### Met1 routing, run 1

Cells faint in the background.
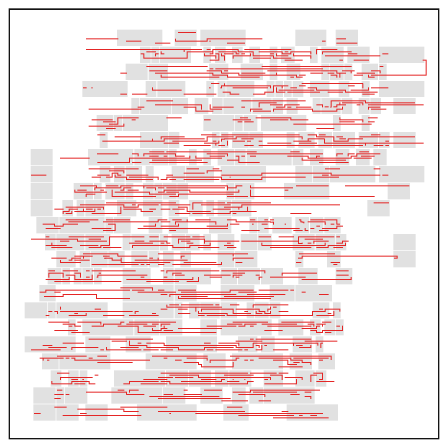
### M2 wires, run 1

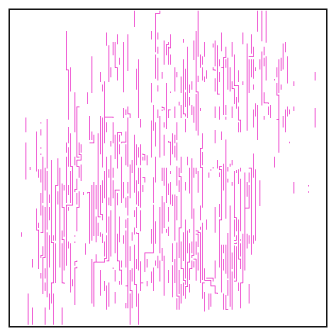
### The metal 3 layer, run 1

Cells faint in the background.
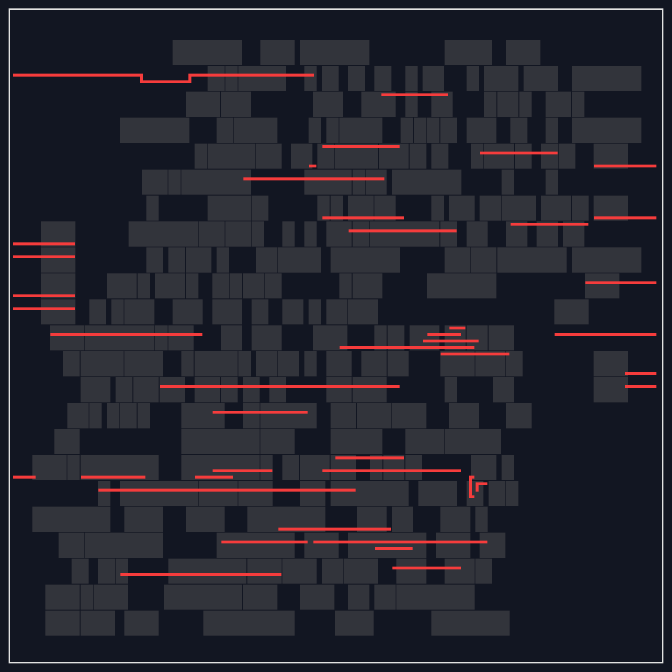
$ cat src/rtl/traffic_phase_sched.sv
// Phase sequencer for an 8:1 signal-pattern mux: drives S1..S3, dwells each phase for
// the duration the mux returns, skips masked phases and supports emergency pre-emption.
module traffic_phase_sched #(
    parameter int PRESCALE  = 4,
    parameter int EMG_PHASE = 0,
    parameter int MIN_TIME  = 1
) (
    input  logic       clk,
    input  logic       rst,
    input  logic       EN,
    input  logic [7:0] MASK,
    input  logic       EMG,
    input  logic [4:0] Y_IN,
    output logic       S1,
    output logic       S2,
    output logic       S3,
    output logic [2:0] PHASE,
    output logic       PHASE_CHG,
    output logic       EMG_ACT
);

    localparam int              PW         = (PRESCALE > 1) ? $clog2(PRESCALE) : 1;
    localparam logic [PW-1:0]   PRESC_LAST = PW'(PRESCALE - 1);
    localparam logic [2:0]      EMG_PH     = 3'(EMG_PHASE);
    localparam logic [4:0]      MIN_T      = 5'(MIN_TIME);

    typedef enum logic [1:0] {IDLE, LOAD, RUN, HOLD} state_t;

    state_t        state;
    logic [2:0]    phase;
    logic [4:0]    timer;
    logic [PW-1:0] presc;
    logic          phase_chg;
    logic          emg_act;
    logic [2:0]    nxt_run;
    logic [2:0]    nxt_emg;

    // Nearest set mask bit above cur (wrapping); falls back to cur when nothing else is set.
    function automatic logic [2:0] next_enabled(input logic [2:0] cur, input logic [7:0] mask);
        logic [2:0] cand;
        logic [2:0] result;
        result = cur;
        for (int i = 7; i >= 1; i--) begin
            cand = cur + 3'(i);
            if (mask[cand]) result = cand;
        end
        return result;
    endfunction

    always_comb begin
        nxt_run = next_enabled(phase, MASK);
        nxt_emg = next_enabled(EMG_PH, MASK);
    end

    // NOTE: all state updates use non-blocking assignments so every register samples pre-edge values.
    always_ff @(posedge clk) begin
        if (rst) begin
            state     <= IDLE;
            phase     <= 3'd0;
            timer     <= 5'd0;
            presc     <= '0;
            phase_chg <= 1'b0;
            emg_act   <= 1'b0;
        end else begin
            phase_chg <= 1'b0;
            if (state == HOLD) begin
                if (!EMG) begin
                    phase     <= nxt_emg;
                    phase_chg <= (nxt_emg != phase);
                    emg_act   <= 1'b0;
                    state     <= EN ? LOAD : IDLE;
                end
            end else if (EMG) begin
                // Pre-emption wins over EN and over a same-cycle expiry.
                state     <= HOLD;
                phase     <= EMG_PH;
                phase_chg <= (EMG_PH != phase);
                emg_act   <= 1'b1;
                timer     <= 5'd0;
                presc     <= '0;
            end else begin
                case (state)
                    IDLE: begin
                        if (EN) state <= LOAD;
                    end
                    LOAD: begin
                        if (EN) begin
                            timer <= (Y_IN == 5'd0) ? MIN_T : Y_IN;
                            presc <= '0;
                            state <= RUN;
                        end
                    end
                    RUN: begin
                        if (EN) begin
                            if (presc == PRESC_LAST) begin
                                presc <= '0;
                                timer <= timer - 5'd1;
                                if (timer == 5'd1) begin
                                    phase     <= nxt_run;
                                    phase_chg <= (nxt_run != phase);
                                    state     <= LOAD;
                                end
                            end else begin
                                presc <= presc + PW'(1);
                            end
                        end
                    end
                    default: state <= IDLE;
                endcase
            end
        end
    end

    assign S1        = phase[0];
    assign S2        = phase[1];
    assign S3        = phase[2];
    assign PHASE     = phase;
    assign PHASE_CHG = phase_chg;
    assign EMG_ACT   = emg_act;

endmodule

$ cat config.mk
export PLATFORM = sky130hd
export DESIGN_NAME = traffic_phase_sched
export DESIGN_NICKNAME = d
export VERILOG_FILES = /design/src/rtl/traffic_phase_sched.sv
export SDC_FILE = /design/constraint.sdc
export NUM_CORES = 1
export LEC_CHECK = 0
export CAP_MARGIN = 20
export CORE_MARGIN = 2
export CORE_UTILIZATION = 50
export DETAILED_ROUTE_END_ITERATION = 16
export MAX_ROUTING_LAYER = met4
export PLACE_DENSITY = 0.73
export SETUP_SLACK_MARGIN = 0.02
export SYNTH_ARGS = -nofsm -noshare
export SYNTH_HDL_FRONTEND = slang
export SYNTH_SLANG_ARGS = --single-unit
$ cat constraint.sdc
create_clock -name clk -period 4.2 [get_ports clk]
set_input_delay 0.42 -clock clk [delete_from_list [all_inputs] [get_ports clk]]
set_output_delay 0.42 -clock clk [all_outputs]
set_load 0.05 [all_outputs]
==> impl_metrics.py, run 1 <==
# Physical implementation metrics
metrics = {
    "routing": {
        "avgViaCountPerCell": 6.578,
        "postRouteAntennaNets": 0,
    },
    "power_and_ir_drop": {
        "power.total_w": 0.0008825,
        "p_switching_w": 0.0003908,
        "powerDensity_nw_per_um2": 381.0,
        "p_comb_frac": 0.663,
        "p_seq_frac": 0.185,
    },
    "place": {
        "gp_congestion": 0.9475,
        "dp_hpwl_um": 3775,
        "place_ws_ps": 1063,
        "dp.cells": 304,
        "place_area_um2": 2261,
    },
    "clock_tree": {
        "cts_tree": "done",
        "htree_levels": 1,
        "clk_pin_slew_ps": 60,
        "clockBufferDepth": 2,
    },
    "yosys": {
        "synth_warnings": 0,
        "synthFlopType": "dfxtp_1",
        "edf_count": 0,
        "top_cells_by_count": "23 x nor2_1, 17 x a21oi_1, 16 x nand2_1",
        "avgSynthCellArea_um2": 8.222,
        "synth_area_um2": 2072,
    },
    "run_status": {
        "outcome": "complete, no violations",
    },
    "layout": {
        "largest_reg_flops": 5,
        "drive_above_1_share": 0.1395,
        "multiInputCombCellCount": 199,
        "diodes": 0,
        "bufAreaShareNonClock": 0.1167,
        "final.fill_count": 377,
    },
    "global_routing": {
        "grt_use_met1": 0.3817,
        "grt_busiest_layer": "met1",
        "grt_use_total": 0.2432,
    },
    "setup_path": {
        "path_depth": 10,
        "crit_path_end_kind": "register",
        "cp.arrival_ps": 3340,
        "cp_max_fo": 10,
    },
    "die": {
        "die_area_um2": 4675,
        "row_count": 23,
        "die_y_um": 68.38,
    },
    "min_path": {
        "hp-class": "reg2reg",
    },
    "flow_run": {
        "drv_cap": 0,
    },
    "final_timing": {
        "timing.hold.ws_ps": 460.8,
    },
}
Back to the opening pictures, 'Met1 routing':
The wires run mostly horizontal. The layer carries 2,570 um of wire. The longest straight run is 20.2 um. The layer holds 49% of the routed length.

Back to the opening pictures, 'M2 wires':
The longest straight run is 21.8 um. The layer carries 2,260 um of wire. The layer holds 43% of the routed length.

Back to the opening pictures, 'The metal 3 layer':
The layer carries 374 um of wire. 37 nets have wire on it.

run 1: cell families (layout without fill, tap and decap cells):
family                     count (synthesis)  after routing  share of synthesized area
muxes                                     33             33                     0.2585
AOI/OAI and AO/OA                         72             72                     0.2458
xor gates and xnor gates                   5              5                    0.02476
and+or+nand+nor                           81             81                     0.1944
adders and majority gates                  8              8                    0.04831
buffers and inverters                     39             45                    0.09299
DFF                                       14             14                     0.1353
run 1: power groups by stage:
stage               clock [W]  combinational [W]  sequential (W)
floorplan                   0           0.000451        0.000185
global placement            0           0.000571        0.000166
detailed placement          0           0.000575        0.000166
CTS                  0.000139           0.000578        0.000164
global route         0.000143           0.000635        0.000166
finish               0.000134           0.000585        0.000164
## Run 2: what changed since run 1
Clock period 4.2 ns to 3.15 ns, I/O delays scaled along.
==> impl_metrics.py, run 2 <==
# Physical implementation metrics
metrics = {
    "power_and_ir_drop": {
        "p_switching_w": 0.0005324,
        "p_comb_frac": 0.690,
        "power_sequential_w": 0.000223,
        "p_seq_frac": 0.185,
        "combinationalPower_w": 0.000832,
        "power_leader": "combinational logic",
        "power.total_w": 0.001206,
    },
    "layout": {
        "largest_reg_flops": 5,
        "final.fill_count": 345,
        "multiInputCombCellCount": 199,
        "diodes": 0,
        "bufAreaShareNonClock": 0.1470,
        "drive_above_1_share": 0.1896,
    },
    "setup_path": {
        "cp_max_fo": 9,
        "path_depth": 10,
        "cp.arrival_ps": 3080,
        "crit_path_end_kind": "register",
        "cp-start-kind": "register",
    },
    "clock_tree": {
        "htree_levels": 1,
        "clockBufferDepth": 2,
        "clk_pin_slew_ps": 60,
        "cts_tree": "done",
    },
    "die": {
        "row_count": 23,
        "die_area_um2": 4675,
    },
    "routing": {
        "postRouteAntennaNets": 0,
        "avgViaCountPerCell": 6.379,
    },
    "min_path": {
        "hp-class": "reg2reg",
    },
    "yosys": {
        "synthFlopType": "dfxtp_1",
        "avgSynthCellArea_um2": 8.222,
        "yosys.area.top_type_share": 0.1522,
        "synth_warnings": 0,
        "top_cells_by_count": "23 x nor2_1, 17 x a21oi_1, 16 x nand2_1",
        "synth_area_um2": 2072,
    },
    "flow_run": {
        "drv_cap": 0,
    },
    "global_routing": {
        "grt_use_met1": 0.3817,
    },
    "place": {
        "place_ws_ps": 151.7,
        "place_area_um2": 2354,
        "dp_hpwl_um": 3964,
        "gp_congestion": 0.9068,
    },
    "run_status": {
        "outcome": "complete, no violations",
    },
}
-- run 2: worst reg2reg max path, delay by kind of cell (launching register included) --
family	cells	cell delay, ps
AOI/OAI and AO/OA	3	680
adders and majority gates	1	440
muxes	2	660
and+or+nand+nor	2	440
buffers and inverters	2	250
DFF	1	350
-- run 2: metrics by stage --
step | hold slack [ps] | instances
6_report | 465.6 | 319
5_1_grt | 519.0 | 319
4_1_cts | 470.9 | 319
3_5_place_dp | 461.9 | 315
3_3_place_gp | 452.8 | 315
2_1_floorplan | 387.1 | 252
-- run 2: kinds of logic (layout without fill, tap and decap cells) --
group	after synthesis	count (layout)	synth area share
buf+inv	39	56	0.09299
flops	14	14	0.1353
mux	33	33	0.2585
compound gates	72	72	0.2458
simple gates	81	81	0.1944
xor+xnor	5	5	0.02476
fa+ha+maj	8	8	0.04831
### Sequential cells colored by netlist name, run 2

Bar = 20 um.
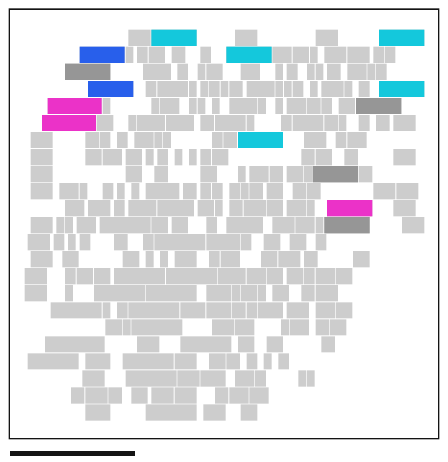
Key: cyan = timer [sequential cells 5]; magenta = PHASE [sequential cells 3]; blue = presc [sequential cells 2]

### The metal 3 layer, run 2

Cells faint in the background.
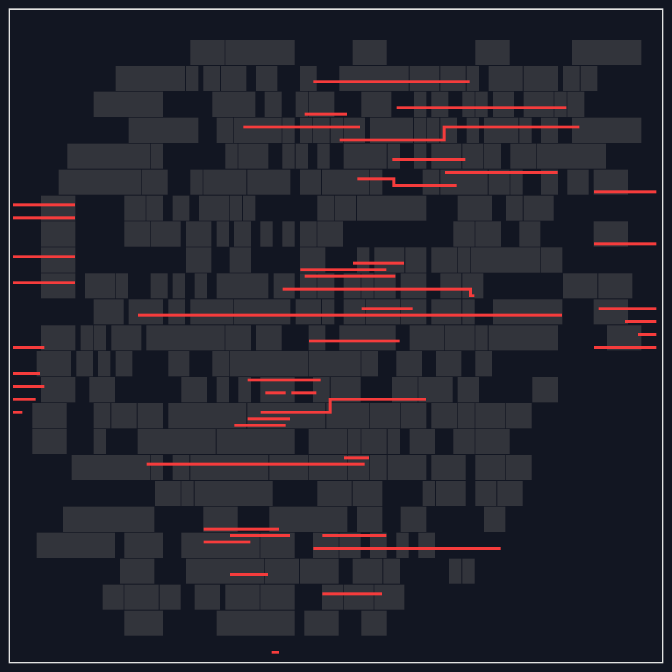
The layer carries 390 um of wire. The wires run mostly horizontal. The longest straight run is 44.2 um.

## Run 3: what changed since run 2
Settings changed: PLACE_DENSITY 0.73 to unset, PLACE_DENSITY_LB_ADDON set to 0.12.
==> impl_metrics.py, run 3 <==
# Physical implementation metrics
metrics = {
    "power_and_ir_drop": {
        "p_seq_frac": 0.185,
        "p_switching_w": 0.0005353,
        "p_comb_frac": 0.691,
        "power.total_w": 0.001204,
        "p_clk_w": 0.000150,
        "combinationalPower_w": 0.000832,
        "p_leak_nw": 0.9074,
        "power_leader": "combinational logic",
        "power_sequential_w": 0.000223,
        "powerDensity_nw_per_um2": 502.1,
        "p_sw_frac": 0.4446,
    },
    "setup_path": {
        "slowest_stage": "mux4_1",
        "crit_path_end_kind": "register",
        "cp_max_fo": 7,
        "cp.arrival_ps": 3050,
        "path_buffers": 2,
        "cp-start-kind": "register",
        "slowest_delay_ps": 640,
    },
    "layout": {
        "fin_cells": 319,
        "area.combinational_um2": 1599,
        "largest_reg_flops": 5,
        "drive_above_1_share": 0.1859,
        "final.fill_count": 369,
        "diodes": 0,
    },
    "yosys": {
        "synth_xor_xnor_area_share": 0.02476,
        "top_logic_kind": "multiplexers",
        "synth_top_cell_by_count": "nor2_1",
        "synthAdderAreaFrac": 0.04831,
        "netlist_instances": 252,
        "yosys.area_share.simple": 0.1944,
        "yosys.area.top_type_share": 0.1522,
        "synth_warnings": 0,
        "avgSynthCellArea_um2": 8.222,
        "async_flop_share": 0,
        "synth.mux.area_fraction": 0.2585,
        "synthFlopType": "dfxtp_1",
        "synthAoiAreaFrac": 0.2458,
        "top_cells_by_count": "23 x nor2_1, 17 x a21oi_1, 16 x nand2_1",
        "area_leaders": "mux4_2 15%, dfxtp_1 14%, ha_1 4.8%",
        "synth_area_um2": 2072,
        "edf_count": 0,
    },
    "final_timing": {
        "timing.hold.ws_ps": 460.3,
        "worst_slew_pin_slew_ps": 610.2,
        "fin_crit_sh": 0.9405,
        "max_freq_mhz": 337.5,
        "rsz0062_at_grt": "no",
        "drv_slew": 0,
        "tns_ps": 0,
    },
    "clock_tree": {
        "cts_tree": "done",
        "htree_levels": 1,
        "clk_pin_slew_ps": 60,
        "clockBufferDepth": 2,
    },
    "die": {
        "row_count": 23,
        "io_pins": 25,
        "die_area_um2": 4675,
    },
    "place": {
        "dp.cells": 315,
        "gp_congestion": 0.8429,
        "place_ws_ps": 196.4,
        "place_area_um2": 2354,
        "dp_hpwl_um": 4089,
    },
    "global_routing": {
        "grt_pass1_wl_um": 8894,
        "grt_util_met3": 0.03454,
        "grt_use_met1": 0.4238,
        "grt_max_degree": 26,
        "first_global_vias": 1735,
    },
    "routing": {
        "wl_per_cell_um": 16.90,
        "postRouteAntennaNets": 0,
        "drt-pass1-iter-count": 5,
        "drc": 0,
        "wl_um": 5390,
        "m1WireLength_um": 2717,
        "avgViaCountPerCell": 6.345,
        "top_layer": "met4",
    },
    "min_path": {
        "hp-class": "reg2reg",
    },
    "flow_run": {
        "drv_cap": 0,
    },
    "run_status": {
        "outcome": "complete, no violations",
    },
}
==> run 3: worst paths after layout <==
check	slack (ps)	cells past startpoint	startpoint	to
worst max register to register	190	10	PHASE[0]	PHASE[1]
worst max-delay path	190	10	PHASE[0]	PHASE[1]
worst min-delay path	460	2	presc[1]	presc[1]
worst min register to register	460	2	presc[1]	presc[1]
==> run 3: layout make-up <==
cell class,instances,share of cell area
multi-input combinational,199,0.6667
sequential,14,0.1200
clock buffer,4,0.01878
inverter,13,0.02139
tap,50,0.02608
timing repair buffer,39,0.1471
==> run 3: timing repair <==
item / in CTS / in global routing
gates resized: 0 / 1
endpoints found under the hold margin: 0 / 0
endpoints found under the setup margin: 0 / 1
### M2 wires, run 3

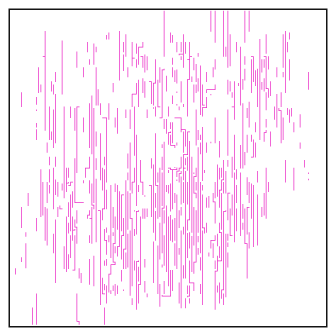
The layer carries 2,250 um of wire. 240 nets have wire on it. The longest straight run is 23.1 um. The wires run mostly vertical.

### Sequential cells colored by netlist name, run 3

Bar = 20 um.
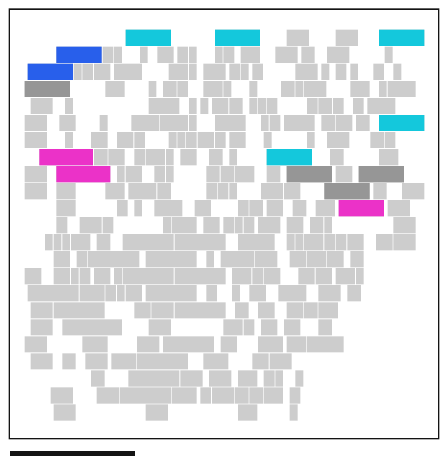
Key: blue = presc [sequential cells 2]; magenta = PHASE [sequential cells 3]; cyan = timer [sequential cells 5]
Another 4 sequential cells are not colored.

No activity file was given, so power comes from the tool's default toggle rates.
